### src/rtl/uart_frame_receiver_if.sv
`default_nettype none
// ============================================================================
// Module      : uart_frame_receiver_if
// Description : Frame output channel of the UART frame receiver. It carries
//               one completed measurement frame and a valid/ready handshake.
//                 out_data  - completed frame, byte k in bits [8k+7:8k]
//                 out_valid - out_data holds an unconsumed frame
//                 out_ready - consumer accepts when out_valid && out_ready
//               The master modport is the receiver; the slave modport is the
//               consumer.
// Revision    : 1.0 - initial release
// ============================================================================
interface uart_frame_receiver_if #(
  parameter int FRAME_BYTES = 7
);
  logic [8*FRAME_BYTES-1:0] out_data;
  logic                     out_valid;
  logic                     out_ready;

  modport master (
    output out_data,
    output out_valid,
    input  out_ready
  );

  modport slave (
    input  out_data,
    input  out_valid,
    output out_ready
  );
endinterface
`default_nettype wire

### src/rtl/uart_frame_receiver.sv
`default_nettype none
// ============================================================================
// Module      : uart_frame_receiver
// Description : Receives 8N1 bytes from the sensor board UART stream, locks
//               onto the all-ones sync frame and reassembles multi-byte
//               measurement frames (LSB byte first) onto a valid/ready output.
// Ports       : clk          - system clock
//               rst          - synchronous active-high reset
//               i_rx         - UART line, asynchronous, idle high
//               o_frame      - frame output channel (data/valid/ready)
//               o_locked     - frame alignment established
//               o_sync_pulse - 1-cycle pulse per sync frame received
//               o_frame_err  - 1-cycle pulse on a bad stop bit
//               o_overrun    - 1-cycle pulse when a completed frame is dropped
// Revision    : 1.0 - initial release
// ============================================================================
module uart_frame_receiver #(
  parameter int CLKS_PER_BIT = 208,
  parameter int FRAME_BYTES  = 7,
  parameter int TIMEOUT_BITS = 20
) (
  input  wire logic             clk,
  input  wire logic             rst,
  input  wire logic             i_rx,
  uart_frame_receiver_if.master o_frame,
  output logic                  o_locked,
  output logic                  o_sync_pulse,
  output logic                  o_frame_err,
  output logic                  o_overrun
);

  localparam int c_CNT_W     = $clog2(CLKS_PER_BIT);
  localparam int c_IDX_W     = $clog2(FRAME_BYTES);
  localparam int c_FRAME_W   = 8 * FRAME_BYTES;
  localparam int c_TO_CYCLES = TIMEOUT_BITS * CLKS_PER_BIT;
  localparam int c_TO_W      = $clog2(c_TO_CYCLES);

  localparam logic [c_CNT_W-1:0] c_HALF_BIT = c_CNT_W'(CLKS_PER_BIT / 2 - 1);
  localparam logic [c_CNT_W-1:0] c_FULL_BIT = c_CNT_W'(CLKS_PER_BIT - 1);
  localparam logic [c_IDX_W-1:0] c_LAST_IDX = c_IDX_W'(FRAME_BYTES - 1);
  localparam logic [c_TO_W-1:0]  c_TO_LAST  = c_TO_W'(c_TO_CYCLES - 1);

  typedef enum logic [2:0] {
    S_IDLE  = 3'd0,
    S_START = 3'd1,
    S_DATA  = 3'd2,
    S_STOP  = 3'd3,
    S_BREAK = 3'd4
  } state_t;

  // --------------------------------------------------------------------------
  // Input synchroniser. Flops reset to the idle (high) line level.
  // --------------------------------------------------------------------------
  logic       r_rx_meta;
  logic       r_rxs;
  logic [1:0] r_flush;
  logic       r_armed;

  always_ff @(posedge clk) begin
    if (rst) begin
      r_rx_meta <= 1'b1;
      r_rxs     <= 1'b1;
      r_flush   <= 2'b00;
      r_armed   <= 1'b0;
    end else begin
      r_rx_meta <= i_rx;
      r_rxs     <= r_rx_meta;
      r_flush   <= {r_flush[0], 1'b1};
      // Start detection is held off until the real line has been seen high
      // after reset, so a byte cut by reset cannot be mistaken for a start.
      if (r_flush[1] && r_rxs) begin
        r_armed <= 1'b1;
      end
    end
  end

  // --------------------------------------------------------------------------
  // Bit-level FSM
  // --------------------------------------------------------------------------
  state_t             r_state;
  state_t             w_state_nxt;
  logic [c_CNT_W-1:0] r_baud;
  logic [c_CNT_W-1:0] w_baud_nxt;
  logic [2:0]         r_bit_idx;
  logic [2:0]         w_bit_nxt;
  logic [7:0]         r_shift;
  logic [7:0]         w_shift_nxt;
  logic               w_byte_done;
  logic               w_stop_err;

  always_ff @(posedge clk) begin
    if (rst) begin
      r_state   <= S_IDLE;
      r_baud    <= '0;
      r_bit_idx <= '0;
      r_shift   <= '0;
    end else begin
      r_state   <= w_state_nxt;
      r_baud    <= w_baud_nxt;
      r_bit_idx <= w_bit_nxt;
      r_shift   <= w_shift_nxt;
    end
  end

  always_comb begin
    w_state_nxt = r_state;
    w_baud_nxt  = r_baud + 1'b1;
    w_bit_nxt   = r_bit_idx;
    w_shift_nxt = r_shift;
    w_byte_done = 1'b0;
    w_stop_err  = 1'b0;
    case (r_state)
      S_IDLE: begin
        w_baud_nxt = '0;
        if (r_armed && !r_rxs) begin
          w_state_nxt = S_START;
        end
      end
      S_START: begin
        // Re-check the start bit at its centre; a high level is a glitch.
        if (r_baud == c_HALF_BIT) begin
          w_baud_nxt = '0;
          if (r_rxs) begin
            w_state_nxt = S_IDLE;
          end else begin
            w_state_nxt = S_DATA;
            w_bit_nxt   = '0;
          end
        end
      end
      S_DATA: begin
        if (r_baud == c_FULL_BIT) begin
          w_baud_nxt  = '0;
          w_shift_nxt = {r_rxs, r_shift[7:1]};
          w_bit_nxt   = r_bit_idx + 1'b1;
          if (r_bit_idx == 3'd7) begin
            w_state_nxt = S_STOP;
          end
        end
      end
      S_STOP: begin
        if (r_baud == c_FULL_BIT) begin
          w_baud_nxt = '0;
          if (r_rxs) begin
            w_byte_done = 1'b1;
            w_state_nxt = S_IDLE;
          end else begin
            w_stop_err  = 1'b1;
            w_state_nxt = S_BREAK;
          end
        end
      end
      S_BREAK: begin
        w_baud_nxt = '0;
        if (r_rxs) begin
          w_state_nxt = S_IDLE;
        end
      end
      default: begin
        w_baud_nxt  = '0;
        w_state_nxt = S_IDLE;
      end
    endcase
  end

  // --------------------------------------------------------------------------
  // Alignment, frame assembly, timeout and output register
  // --------------------------------------------------------------------------
  logic [c_FRAME_W-1:0] r_shift_buf;
  logic [c_FRAME_W-1:0] w_frame_cand;
  logic [c_IDX_W-1:0]   r_byte_idx;
  logic [c_IDX_W-1:0]   r_ff_count;
  logic [c_TO_W-1:0]    r_idle_cnt;
  logic [c_FRAME_W-1:0] r_out_data;
  logic                 r_out_valid;
  logic                 r_locked;
  logic                 r_sync_pulse;
  logic                 r_frame_err;
  logic                 r_overrun;
  logic                 w_idle_run;
  logic                 w_timeout;
  logic                 w_frame_done;
  logic                 w_offer;

  // Frame buffer with the byte just received merged in, so a completed frame
  // can be loaded into the output register on the byte_done edge itself.
  always_comb begin
    w_frame_cand                      = r_shift_buf;
    w_frame_cand[8*r_byte_idx +: 8]   = r_shift;
  end

  assign w_idle_run   = r_locked && (r_byte_idx != '0) && r_rxs;
  assign w_timeout    = w_idle_run && (r_idle_cnt == c_TO_LAST);
  assign w_frame_done = w_byte_done && r_locked && (r_byte_idx == c_LAST_IDX);
  assign w_offer      = w_frame_done && (w_frame_cand != '1);

  always_ff @(posedge clk) begin
    if (rst) begin
      r_shift_buf  <= '0;
      r_byte_idx   <= '0;
      r_ff_count   <= '0;
      r_idle_cnt   <= '0;
      r_out_data   <= '0;
      r_out_valid  <= 1'b0;
      r_locked     <= 1'b0;
      r_sync_pulse <= 1'b0;
      r_frame_err  <= 1'b0;
      r_overrun    <= 1'b0;
    end else begin
      r_sync_pulse <= 1'b0;
      r_frame_err  <= 1'b0;
      r_overrun    <= 1'b0;

      if (w_idle_run && !w_timeout) begin
        r_idle_cnt <= r_idle_cnt + 1'b1;
      end else begin
        r_idle_cnt <= '0;
      end

      if (w_stop_err) begin
        r_frame_err <= 1'b1;
        r_ff_count  <= '0;
        if (r_locked) begin
          r_locked   <= 1'b0;
          r_byte_idx <= '0;
        end
      end else if (w_byte_done) begin
        if (!r_locked) begin
          // Hunt for FRAME_BYTES consecutive 0xFF bytes.
          if (r_shift == 8'hFF) begin
            if (r_ff_count == c_LAST_IDX) begin
              r_locked     <= 1'b1;
              r_sync_pulse <= 1'b1;
              r_byte_idx   <= '0;
              r_ff_count   <= '0;
            end else begin
              r_ff_count <= r_ff_count + 1'b1;
            end
          end else begin
            r_ff_count <= '0;
          end
        end else begin
          r_shift_buf <= w_frame_cand;
          if (r_byte_idx == c_LAST_IDX) begin
            r_byte_idx <= '0;
            if (w_frame_cand == '1) begin
              r_sync_pulse <= 1'b1;
            end
          end else begin
            r_byte_idx <= r_byte_idx + 1'b1;
          end
        end
      end else if (w_timeout) begin
        r_byte_idx <= '0;
      end

      // Single-entry output; a frame arriving while the held one is being
      // accepted replaces it without a bubble.
      if (w_offer) begin
        if (!r_out_valid || o_frame.out_ready) begin
          r_out_data  <= w_frame_cand;
          r_out_valid <= 1'b1;
        end else begin
          r_overrun <= 1'b1;
        end
      end else if (r_out_valid && o_frame.out_ready) begin
        r_out_valid <= 1'b0;
      end
    end
  end

  assign o_frame.out_data  = r_out_data;
  assign o_frame.out_valid = r_out_valid;
  assign o_locked          = r_locked;
  assign o_sync_pulse      = r_sync_pulse;
  assign o_frame_err       = r_frame_err;
  assign o_overrun         = r_overrun;

endmodule
`default_nettype wire

### src/flat_wrapper.sv
// flat-port wrapper written by rule: the top's interface ports become plain ports
module uart_frame_receiver_flat 
#(
  parameter int CLKS_PER_BIT = 208,
  parameter int FRAME_BYTES  = 7,
  parameter int TIMEOUT_BITS = 20
)
  (clk, rst, i_rx, o_locked, o_sync_pulse, o_frame_err, o_overrun, o_frame_out_data, o_frame_out_valid, o_frame_out_ready);
  uart_frame_receiver_if #(.FRAME_BYTES(FRAME_BYTES)) o_frame_i ();
  input  wire logic clk;
  input  wire logic rst;
  input  wire logic i_rx;
  output logic o_locked;
  output logic o_sync_pulse;
  output logic o_frame_err;
  output logic o_overrun;
  output wire logic [$bits(o_frame_i.out_data)-1:0] o_frame_out_data;
  output wire logic [$bits(o_frame_i.out_valid)-1:0] o_frame_out_valid;
  input wire logic [$bits(o_frame_i.out_ready)-1:0] o_frame_out_ready;
  assign o_frame_out_data = o_frame_i.out_data;
  assign o_frame_out_valid = o_frame_i.out_valid;
  assign o_frame_i.out_ready = o_frame_out_ready;
  uart_frame_receiver #(.CLKS_PER_BIT(CLKS_PER_BIT), .FRAME_BYTES(FRAME_BYTES), .TIMEOUT_BITS(TIMEOUT_BITS)) u_core (.clk(clk), .rst(rst), .i_rx(i_rx), .o_frame(o_frame_i), .o_locked(o_locked), .o_sync_pulse(o_sync_pulse), .o_frame_err(o_frame_err), .o_overrun(o_overrun));
endmodule
### config.mk
export PLATFORM = sky130hd
export DESIGN_NAME = uart_frame_receiver_flat
export DESIGN_NICKNAME = d
export VERILOG_FILES = /design/src/rtl/uart_frame_receiver_if.sv /design/src/rtl/uart_frame_receiver.sv /design/src/flat_wrapper.sv
export SDC_FILE = /design/constraint.sdc
export NUM_CORES = 1
export LEC_CHECK = 0
export CORE_ASPECT_RATIO = 1.1
export CORE_MARGIN = 1
export CORE_UTILIZATION = 35
export DETAILED_ROUTE_END_ITERATION = 8
export HOLD_SLACK_MARGIN = 0.02
export PLACE_DENSITY = 0.66
export SYNTH_ARGS = -nofsm -noshare
export SYNTH_HDL_FRONTEND = slang
export SYNTH_SLANG_ARGS = --single-unit
export TNS_END_PERCENT = 100
### constraint.sdc
create_clock -name clk -period 3.7 [get_ports clk]
set_input_delay 0.925 -clock clk [delete_from_list [all_inputs] [get_ports clk]]
set_output_delay 0.925 -clock clk [all_outputs]
set_load 0.01 [all_outputs]
**Run 1: congestion heat map**

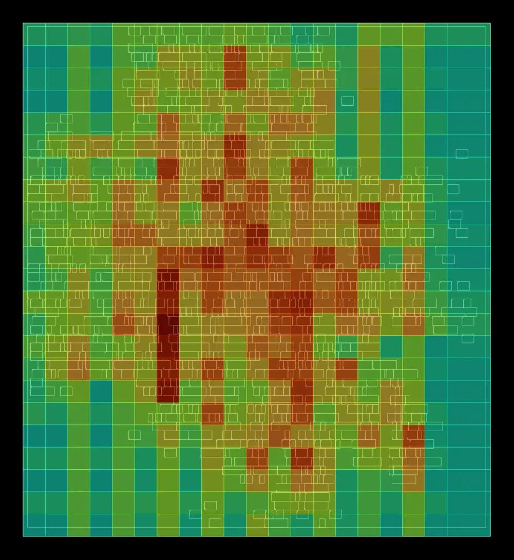
GRT met1 Usage: 0.242
Avg WL per Cell: 15.3 um
met2 Use GR: 0.281
Total GRT Usage: 0.179
GR Util met3: 0.0347

**Run 1: clock wires, drivers and flops**

Drawn at 1.5 px/um.
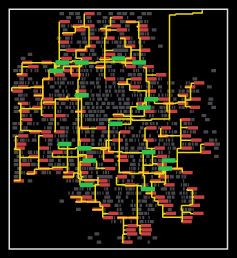
Key: clock-net drivers = green [count 17]; flip-flops = red [count 163]; clock wires = yellow [length 2020 um]
Position of the flops: all over the die. There are 18 routed clock nets.

**Run 1: zoomed window**

Region (98, 30) to (118, 50) um. Cells in gray, sequential cells in the stronger gray; small squares are vias.
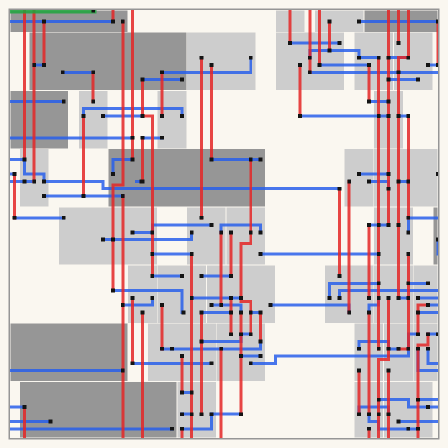
Key: M3 = green; M2 = red; M1 = blue
Most frequent: nor2_1 (5). Sequential cells in the window: 4. 32 logic cells have their middle in the window. Netlist names of flops here include u_core.r_baud (2), u_core.r_idle_cnt (2).

## run 1: cells by family after synthesis
family	after synthesis	share of synthesized area
multiplexers	59	0.0755
AND/OR/NAND/NOR	408	0.246
XOR/XNOR	16	0.0179
flip-flops	163	0.417
AND-OR/OR-AND	217	0.184
buffers and inverters	83	0.0448
adder cells (fa/ha/maj)	9	0.0144
## run 1: area by class of cell
type                       instances  area [sq um]  share of cell area
multi-input combinational        709          4250               0.450
clock buffer                      20           457              0.0484
tap                              295           369              0.0391
clock inverter                     9           131              0.0139
sequential                       163          3260               0.346
timing repair buffer             100           931              0.0987
inverter                          10          37.5             0.00398
==> flow_summary.toml, run 1 <==
# physical design summary
[power]
power_leader = "the clock network"
p_switching_mw = 0.732
clockPowerShare = 0.498
irDropWorstVdd_mv = 0.303
pg_seq_mw = 1.76

[grt]
grt_pass1_vias = 6347
grt_start_max_net_pins = 62

[cells_and_area]
final_common_cell = "dfxtp_1"
layout_top_cells_excl_fill_tap = "dfxtp_1 (163), nor2_1 (151), a21oi_1 (107)"
fillerInstances = 2230

[floorplan]
fp-row-count = 57
dieArea_sq_mm = 0.0229
die_h_um = 159
core_area_sq_mm = 0.0220

[final_timing]
layout_setup_ws_ns = 0.135
fin_worst_skew_ns = 0.0110
min_period_ns = 3.57
final_max_slew_viol_count = 0

[clock_tree]
cts_sinks = 163
clk_latency_ns = 0.43
h-tree-depth = 4

[routing]
wl_met1_um = 9580
ant_nets = 0

[yosys]
yosysTopAreaCell = "dfxtp_1"
async_reset_ff_frac = 0
synth.avg_cell_area_sq_um = 8.19
ys_types = 54
top_cell = "dfxtp_1"
synthTopCellsByCount = "dfxtp_1 (163), nor2_1 (151), a21oi_1 (107)"
ys_cells = 955

[setup_path]
arrival_ns = 3.88
rr_worst_depth = 10
reg2reg_slack_ns = 0.13
crit_path_start = "u_core.r_byte_idx[1]"
slowest_stage = "or4_4"
path_depth = 10
r2r-start = "u_core.r_byte_idx[1]"
path_buffers = 2

[placement]
gp_congestion = 0.907
dp_slack_ns = 0.234
place_inst = 1277
hpwl_um = 13700

[status]
status = "finished, final reports clean"

[min_path]
hold_path_class = "flop to flop"
**Run 1: met4 routing**

Drawn at 2 px/um. Cells faint in the background.
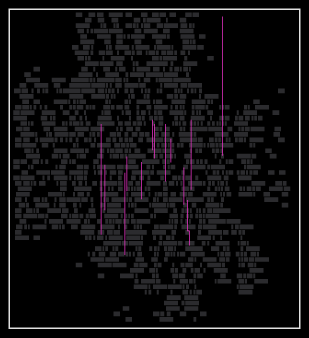

==> run 2: changes to the inputs <==
CORE_UTILIZATION = 53   (was 35)
PLACE_DENSITY = 0.88   (was 0.66)
**Run 2: met4 routing**

Drawn at 3 px/um. Cells faint in the background.
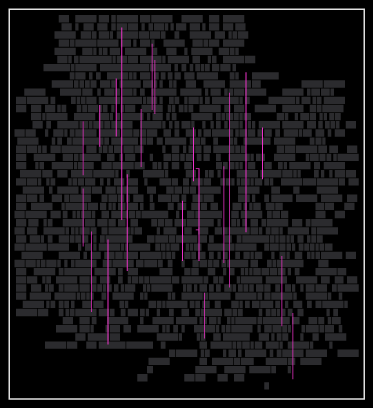
The wires run mostly vertical. The layer carries 581 um of wire.

**Run 2: clock wires, drivers and flops**

Drawn at 2 px/um.
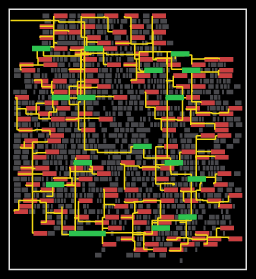
Key: flip-flops = red [count 163]; clock wires = yellow [length 1890 um]; clock-net drivers = green [count 17]
There are 18 routed clock nets. Position of the flops: all over the die.

==> run 2 against run 1 <==
  * Core utilization grew 21 points
  * Worst hold slack lost 0.015 ns
  * Worst setup slack gained 0.059 ns
  * Final cell count shrank 7.8%
  * First-iteration DRC count grew 21%
  * Flip-flop count is the same
  * Via count grew 4.1%
  * Routed wire length grew 0.74%
  * Count of clock-buffer cells in the layout grew 2
  * Die area shrank 34%
==> flow_summary.toml, run 2 <==
# physical design summary
[yosys]
synth.avg_cell_area_sq_um = 8.19
ys_cells = 955
synthXorXnorAreaFrac = 0.0179
ys_sh_simple = 0.246
top_cell = "dfxtp_1"
yosysTopAreaCell = "dfxtp_1"
synthTopCellsByCount = "dfxtp_1 (163), nor2_1 (151), a21oi_1 (107)"
aoi_share = 0.184
ys_types = 54
async_reset_ff_frac = 0

[grt]
track_usage = 0.268
grt_pass1_vias = 6533
grt_start_max_net_pins = 90

[routing]
detail_route.wl_per_cell_um = 16.8
ant_nets = 0

[floorplan]
die_h_um = 129
dieArea_sq_mm = 0.0152
fp-row-count = 46

[final_timing]
hold_violations = 0
layout_setup_ws_ns = 0.194
final_max_slew_viol_count = 0
fin_worst_skew_ns = 0.0119
setup_tns_ns = 0

[setup_path]
rr_worst_depth = 11
r2r-start = "u_core.r_byte_idx[1]"
crit_path_start = "u_core.r_byte_idx[1]"
path_buffers = 3
arrival_ns = 3.83
path_depth = 11
max_stage_delay_ns = 0.57
crit_path_cell_trace = "inv_1 > ha_1 > ha_1 > buf_4 > nor3b_1 > and2_1 > a41o_1 > or4bb_1 > or4_4 > buf_12 > o211a_1"
slowest_stage = "or4_4"

[power]
p_switching_mw = 0.755
clockPowerShare = 0.485
power_leader = "registers"
p_leak_nw = 3.60
pg_seq_mw = 1.76

[placement]
dp_slack_ns = 0.208
gp_congestion = 1.01
place_inst = 1172

[cells_and_area]
final_common_cell = "dfxtp_1"
n_antenna_cell = 0
layout_top_cells_excl_fill_tap = "dfxtp_1 (163), nor2_1 (151), a21oi_1 (107)"
regArea_sq_mm = 0.00326
fillerInstances = 1215

[clock_tree]
cts_sinks = 163
clk_latency_ns = 0.44
h-tree-depth = 4

[min_path]
hold_path_class = "flop to flop"

[status]
status = "finished, final reports clean"
-- run 2: cell count changes in the layout (fill, tap and decap cells not counted), sizes merged --
cell / delta
clkinvlp: +2
inv: +2
clkbuf: +2
clkinv: -1
buf: -2
bufinv: -2
-- run 2: layout make-up --
type	instances	share of cell area
Multi-Input combinational cell	709	0.458
Sequential cell	163	0.352
Timing Repair Buffer	98	0.0989
Clock buffer	22	0.0501
Tap cell	192	0.0259
Clock inverter	10	0.0107
Inverter	10	0.00405
-- run 2: routing by layer --
metal	track usage	part of all wire	vias to the layer above	wire [um]
met5	0	0	-	0
met1	0.328	0.42	3416	8380
met2	0.451	0.48	282	9720
met4	0.129	0.029	0	581
met3	0.0572	0.074	47	1500
li1	-	-	3471	-
**Run 2: routed metal, one color a layer**

Drawn at 3 px/um.
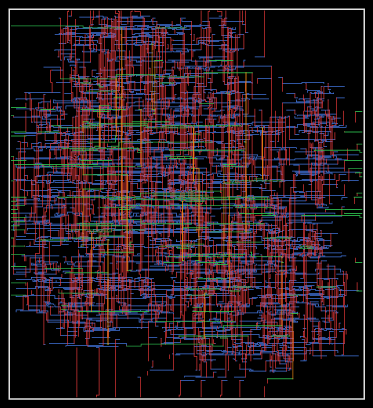

==> run 3: changes to the inputs <==
ABC_CLOCK_PERIOD_IN_PS = 3700   (was default)
CELL_PAD_IN_SITES_DETAIL_PLACEMENT = 0   (was default)
CELL_PAD_IN_SITES_GLOBAL_PLACEMENT = 2   (was default)
CORE_UTILIZATION = 32   (was 53)
**Run 3: routed metal, one color a layer**

Drawn at 2 px/um.
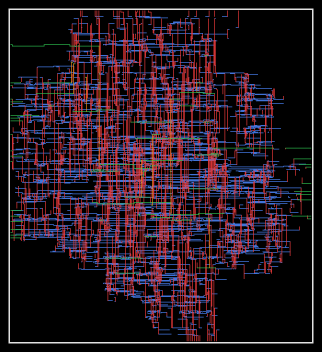
Key: M4 = orange [wire length 242 um]; M2 = red [wire length 10100 um]; M1 = blue [wire length 10100 um]; M3 = green [wire length 639 um]

==> run 3 against run 2 <==
  * Critical path type unchanged
  * Largest power group is now the clock network
  * Largest cell class unchanged
  * Final cell count is 9.1% higher
  * Total power is 2.6% higher
  * Synthesized cell count stayed put
  * Area after synthesis stayed put
  * Core utilization is 25 points lower
  * Count of clock-buffer cells in the layout is 1 lower
==> flow_summary.toml, run 3 <==
# physical design summary
[status]
status = "finished, final reports clean"

[floorplan]
tapCellCount = 305
die_h_um = 166
dieArea_sq_mm = 0.0251
fp-row-count = 59

[cells_and_area]
num-multi-input-gates = 709
num-nonclk-inverters = 10
n_antenna_cell = 0
flops = 163
comb_area_sq_mm = 0.00425
comb_share = 0.451
final_common_cell = "dfxtp_1"
regArea_sq_mm = 0.00326
layout_top_cells_excl_fill_tap = "dfxtp_1 (162), nor2_1 (151), a21oi_1 (107)"

[power]
power_leader = "the clock network"
p_leak_nw = 3.62
irDropWorstVdd_mv = 0.260

[clock_tree]
cts_sinks = 163
clk_latency_ns = 0.43

[routing]
wl_met1_um = 10100
detail_route.wl_per_cell_um = 16.1
ant_nets = 0
met2_length_um = 10100

[setup_path]
reg2reg_slack_ns = 0.22
crit_path_start = "u_core.r_byte_idx[1]"
arrival_ns = 3.81

[yosys]
aoi_share = 0.184
ys_cells = 955
ys_sh_simple = 0.246
synthMuxAreaShare = 0.0755
top_cell = "dfxtp_1"
ys_types = 54
synthTopCellsByCount = "dfxtp_1 (163), nor2_1 (151), a21oi_1 (107)"
logic_family = "simple AND/OR/NAND/NOR gates"
adder_share = 0.0144
yosysTopAreaCell = "dfxtp_1"

[grt]
top_usage_layer = "met2"
grt_start_max_net_pins = 47
track_usage = 0.174
use_met2 = 0.288
grt_pass1_vias = 6444
globalRouteMet3Util = 0.0316

[final_timing]
setup_tns_ns = 0
min_period_ns = 3.48
hold_violations = 0

[placement]
gp_congestion = 0.856
hpwl_um = 14400
**Run 3: met4 routing**

Drawn at 2 px/um. Cells faint in the background.
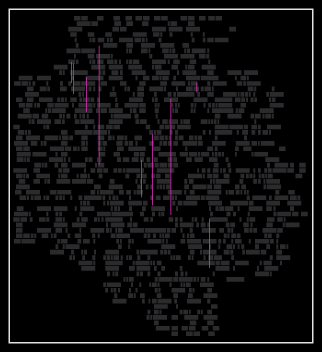
The wires run mostly vertical. The layer carries 242 um of wire. The longest straight run is 59.2 um.

[run 3: cell counts after synthesis]
No cell type changed its count.
[run 3: worst max-delay path by stage]
stage | to | slack (ns) | cells after the start
after global placement | u_core.o_frame.out_data[13] | 0.26 | 10
final | u_core.o_frame.out_data[55] | 0.22 | 10
after floorplan | u_core.o_frame.out_data[28] | 0.18 | 13
after global routing | u_core.o_frame.out_data[21] | 0.005 | 10
after CTS | u_core.o_frame.out_data[27] | 0.19 | 10
after detailed placement | u_core.o_frame.out_data[27] | 0.23 | 10
[run 3: worst max-delay path: stages, from the launching register on]
cell and delay (ns):
dfxtp_2 0.38, inv_1 0.05, ha_1 0.20, ha_1 0.28, or3_1 0.43, or4_1 0.56, a222oi_1 0.35, nand4_1 0.12
or4_4 0.56, buf_12 0.19, o211a_1 0.22
Power figures rest on the tool's default switching activity, not on a simulated workload.
